**Close-up of the layout**

Window x 21 to 46, y 87 to 112 um. Cells in gray, sequential cells in the stronger gray; small squares are vias.
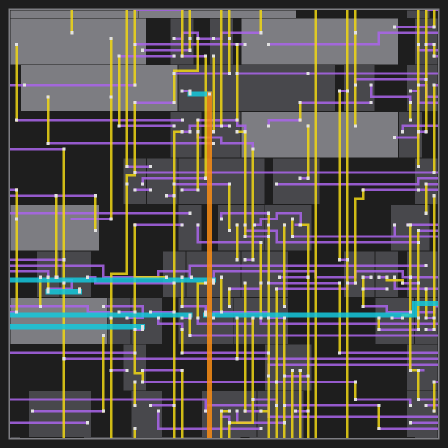
**Placement by cell class**

(3 px per um)
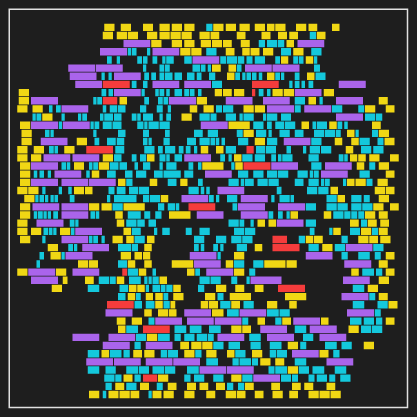
**Cells by drive strength**

(3 px per um)
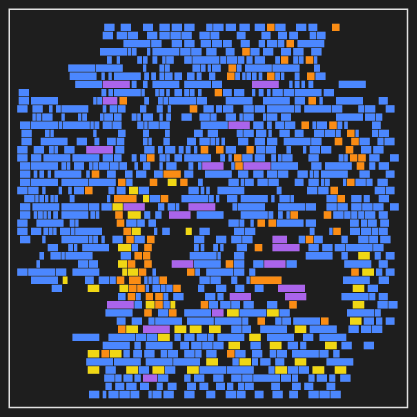
**Track usage over the die**

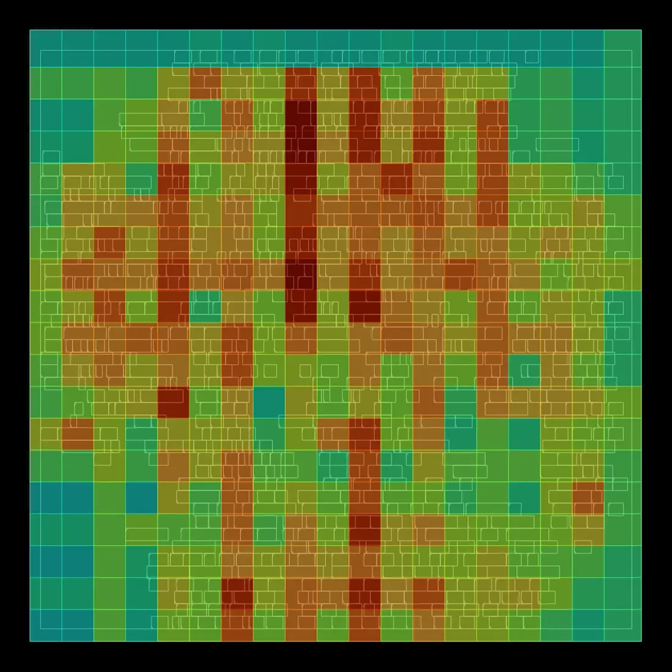
**Met1 routing**

(4 px per um)
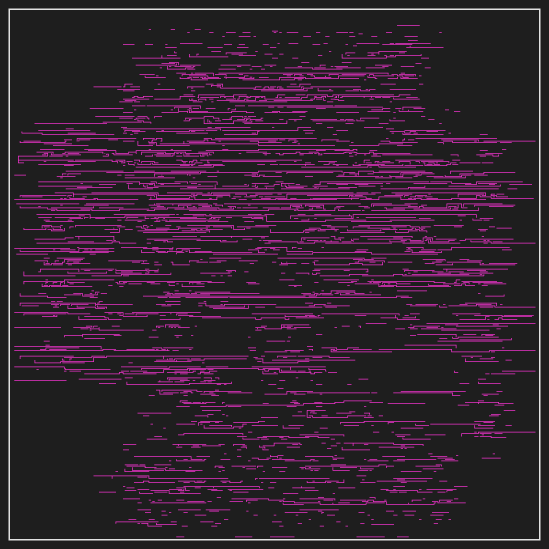
**src/rtl/lsu_mem_master_pkg.sv**
```systemverilog
// Shared encodings for the MEM-stage load/store unit.
package lsu_pkg;

    localparam logic [1:0] SZ_BYTE = 2'b00;
    localparam logic [1:0] SZ_HALF = 2'b01;
    localparam logic [1:0] SZ_WORD = 2'b10;
    localparam logic [1:0] SZ_ILL  = 2'b11;

    typedef enum logic {
        IDLE,
        RMW_WR
    } state_t;

endpackage

```
**src/rtl/lsu_mem_master_byte_lane_align.sv**
```systemverilog
// Little-endian lane steering: load extract/extend and sub-word store merge.
module byte_lane_align
    import lsu_pkg::*;
(
    input  logic [31:0] i_word,
    input  logic [31:0] i_wdata,
    input  logic [1:0]  i_off,
    input  logic [1:0]  i_size,
    input  logic        i_unsigned,
    output logic [31:0] o_load,
    output logic [31:0] o_merge
);

    logic [4:0]  w_sh;
    logic [31:0] w_lane;
    logic [31:0] w_mask;

    // Legal halves have i_off[0]=0, so one byte-granular shift serves both sizes.
    assign w_sh   = {i_off, 3'b000};
    assign w_lane = i_word >> w_sh;

    always_comb begin
        o_load = i_word;
        w_mask = '1;
        case (i_size)
            SZ_BYTE: begin
                o_load = {{24{~i_unsigned & w_lane[7]}}, w_lane[7:0]};
                w_mask = 32'h0000_00FF << w_sh;
            end
            SZ_HALF: begin
                o_load = {{16{~i_unsigned & w_lane[15]}}, w_lane[15:0]};
                w_mask = 32'h0000_FFFF << w_sh;
            end
            default: begin
                o_load = i_word;
                w_mask = '1;
            end
        endcase
    end

    assign o_merge = (i_word & ~w_mask) | ((i_wdata << w_sh) & w_mask);

endmodule

```
**src/rtl/lsu_mem_master.sv**
```systemverilog
// MEM-stage load/store initiator: word-wide memory access with sub-word
// read-modify-write stores, load extension and access error flagging.
module lsu_mem_master
    import lsu_pkg::*;
#(
    parameter int ADDR_W = 32,
    parameter int DATA_W = 32
) (
    input  logic              clk,
    input  logic              rst_n,
    input  logic              req_valid,
    input  logic              req_write,
    input  logic [1:0]        req_size,
    input  logic              req_unsigned,
    input  logic [ADDR_W-1:0] req_addr,
    input  logic [DATA_W-1:0] req_wdata,
    output logic              req_ready,
    output logic              resp_valid,
    output logic [DATA_W-1:0] resp_rdata,
    output logic              access_err,
    output logic              mem_read,
    output logic              mem_write,
    output logic [ADDR_W-1:0] mem_addr,
    output logic [DATA_W-1:0] mem_wdata,
    input  logic [DATA_W-1:0] mem_rdata
);

    state_t            r_state;
    state_t            w_state_nxt;
    logic [DATA_W-1:0] r_merge;
    logic [ADDR_W-1:0] r_addr;
    logic              r_resp_valid;
    logic [DATA_W-1:0] r_resp_rdata;
    logic              r_access_err;

    logic              w_err;
    logic              w_load_acc;
    logic              w_err_acc;
    logic              w_sub_store;
    logic [ADDR_W-1:0] w_word_addr;
    logic [DATA_W-1:0] w_load_val;
    logic [DATA_W-1:0] w_merge_val;

    assign w_word_addr = {req_addr[ADDR_W-1:2], 2'b00};
    assign w_err = (req_size == SZ_ILL)
                || ((req_size == SZ_HALF) && req_addr[0])
                || ((req_size == SZ_WORD) && (req_addr[1:0] != 2'b00));

    byte_lane_align u_align (
        .i_word     (mem_rdata),
        .i_wdata    (req_wdata),
        .i_off      (req_addr[1:0]),
        .i_size     (req_size),
        .i_unsigned (req_unsigned),
        .o_load     (w_load_val),
        .o_merge    (w_merge_val)
    );

    always_comb begin
        w_state_nxt = r_state;
        req_ready   = 1'b0;
        mem_read    = 1'b0;
        mem_write   = 1'b0;
        mem_addr    = w_word_addr;
        mem_wdata   = req_wdata;
        w_load_acc  = 1'b0;
        w_err_acc   = 1'b0;
        w_sub_store = 1'b0;
        case (r_state)
            IDLE: begin
                if (req_valid) begin
                    if (w_err) begin
                        req_ready = 1'b1;
                        w_err_acc = 1'b1;
                    end else if (!req_write) begin
                        mem_read   = 1'b1;
                        req_ready  = 1'b1;
                        w_load_acc = 1'b1;
                    end else if (req_size == SZ_WORD) begin
                        mem_write = 1'b1;
                        req_ready = 1'b1;
                    end else begin
                        mem_read    = 1'b1;
                        w_sub_store = 1'b1;
                        w_state_nxt = RMW_WR;
                    end
                end
            end
            RMW_WR: begin
                mem_write   = 1'b1;
                mem_addr    = r_addr;
                mem_wdata   = r_merge;
                req_ready   = 1'b1;
                w_state_nxt = IDLE;
            end
            default: w_state_nxt = IDLE;
        endcase
        // Reset must suppress a pending RMW write before any clock edge arrives.
        if (!rst_n) begin
            req_ready = 1'b0;
            mem_read  = 1'b0;
            mem_write = 1'b0;
            mem_addr  = '0;
            mem_wdata = '0;
        end
    end

    always_ff @(posedge clk or negedge rst_n) begin
        if (!rst_n) begin
            r_state      <= IDLE;
            r_merge      <= '0;
            r_addr       <= '0;
            r_resp_valid <= 1'b0;
            r_resp_rdata <= '0;
            r_access_err <= 1'b0;
        end else begin
            r_state      <= w_state_nxt;
            r_resp_valid <= w_load_acc;
            r_access_err <= w_err_acc;
            if (w_load_acc) begin
                r_resp_rdata <= w_load_val;
            end
            if (w_sub_store) begin
                r_merge <= w_merge_val;
                r_addr  <= w_word_addr;
            end
        end
    end

    assign resp_valid = r_resp_valid;
    assign resp_rdata = r_resp_rdata;
    assign access_err = r_access_err;

endmodule

```
**config.mk**
```make
export PLATFORM = sky130hd
export DESIGN_NAME = lsu_mem_master
export DESIGN_NICKNAME = d
export VERILOG_FILES = /design/src/rtl/lsu_mem_master_pkg.sv /design/src/rtl/lsu_mem_master_byte_lane_align.sv /design/src/rtl/lsu_mem_master.sv
export SDC_FILE = /design/constraint.sdc
export NUM_CORES = 1
export LEC_CHECK = 0
export CELL_PAD_IN_SITES_DETAIL_PLACEMENT = 0
export CELL_PAD_IN_SITES_GLOBAL_PLACEMENT = 1
export CORE_MARGIN = 2
export CORE_UTILIZATION = 37
export CTS_CLUSTER_SIZE = 8
export DETAILED_ROUTE_END_ITERATION = 10
export MAX_ROUTING_LAYER = met4
export PLACE_DENSITY = 0.94
export SLEW_MARGIN = 20
export SYNTH_ARGS = -nofsm -noshare
export SYNTH_HDL_FRONTEND = slang
export SYNTH_SLANG_ARGS = --single-unit
```
**constraint.sdc**
```tcl
create_clock -name clk -period 2.9 [get_ports clk]
set_input_delay 0.87 -clock clk [delete_from_list [all_inputs] [get_ports clk]]
set_output_delay 0.87 -clock clk [all_outputs]
set_load 0.02 [all_outputs]
```
==> run_results.csv <==
group,metric,value,unit
outcome,outcome,"completed",
layout,nClkBuffers,13,
global_routing,overflow,0,
pwr,clock_net_power,1170,uW
timing,period_used_share,99.0,%
placement,hpwl,14.7,mm
worst_setup_path,cp_slowest_stage_delay,0.52,ns
pwr,combPwrFrac,32.6,%
cts,cts_tree,"done",
logic_synthesis,top_cell,"mux2i_1",
placement,place.gp.congestion,0.835,
pwr,swShare,31.7,%
global_routing,grt-busiest-layer,"met2",
timing,tightest_slew,0.552,ns
worst_setup_path,worstPathMaxFanout,2,
timing,timing_hold_violations_final,0,
layout,comb_cells,476,
worst_setup_path,startpoint_type,"primary input",
logic_synthesis,muxShareOfSynthArea,25.6,%
floorplan,coreArea,16000,um2
logic_synthesis,avgSynthCellArea,9.68,um2
layout,final_common_cell,"clkdlybuf4s50_1",
worst_setup_path,crit_family,"buffers and inverters",
route,avgViaCountPerCell,5.11,
timing,setup_violations,0,
layout,logic_area,3370,um2
layout,layout.filler_cells,1485,
pwr,pg_seq,1810,uW
pwr,ir_worst_vdd,0.331,mV
route,route.met2.wl,9.22,mm
floorplan,die_area,17500,um2
route,routedLengthMet1,8.65,mm
route,dr.pass1.iters,5,
layout,final_cell_mix,"132 x clkdlybuf4s50_1, 122 x mux2i_1, 96 x dfrtp_1",
floorplan,fp.dieW,132,um
logic_synthesis,synth-simple-area-share,18.0,%
logic_synthesis,synth_cell_types,44,
cts,clockBufferDepth,2,
logic_synthesis,ys_top_logic_family,"multiplexers",
cts,htreeDepth,3,
logic_synthesis,async_flop_share,100,%
logic_synthesis,xor_share,0,%
logic_synthesis,yosys-stat-area,6090,um2
route,route.top_layer_used,"met4",
timing,fmax,348,MHz
Notes on 'close-up of the layout' above:
met2: drawn in yellow. met4: drawn in orange. met1: drawn in purple. met3: drawn in cyan.
Most frequent: a21oi_1 (9), nor2_1 (6), dfrtp_1 (6). Netlist names of flops here include resp_rdata (6). Sequential cells in the window: 6. 45 logic cells have their middle in the window.

Notes on 'placement by cell class' above:
flops: drawn in purple, cells 97, share of their area 28%. other buffers and delay cells: drawn in yellow, cells 283, share of their area 30%. all other logic: drawn in cyan, cells 482, share of their area 39%. clock drivers and dummy loads: drawn in red, cells 15, share of their area 3.2%.

Notes on 'cells by drive strength' above:
drive 6 and up: drawn in purple, cells 21, share 2.4%, most used clkbuf_16. drive 2: drawn in yellow, cells 45, share 5.1%, most used mux2_2. drive 3 to 4: drawn in orange, cells 81, share 9.2%, most used buf_4. drive 1 or less: drawn in blue, cells 730, share 83%, most used clkdlybuf4s50_1.

Notes on 'track usage over the die' above:
met1 Use GR: 29.3%
met3 usage: 4.19%

Notes on 'met1 routing' above:
865 nets have wire on it. The wires run mostly horizontal. The longest straight run is 42.3 um. The layer carries 8650 um of wire. The layer holds 45% of the routed length.

No activity file was given, so power comes from the tool's default toggle rates.
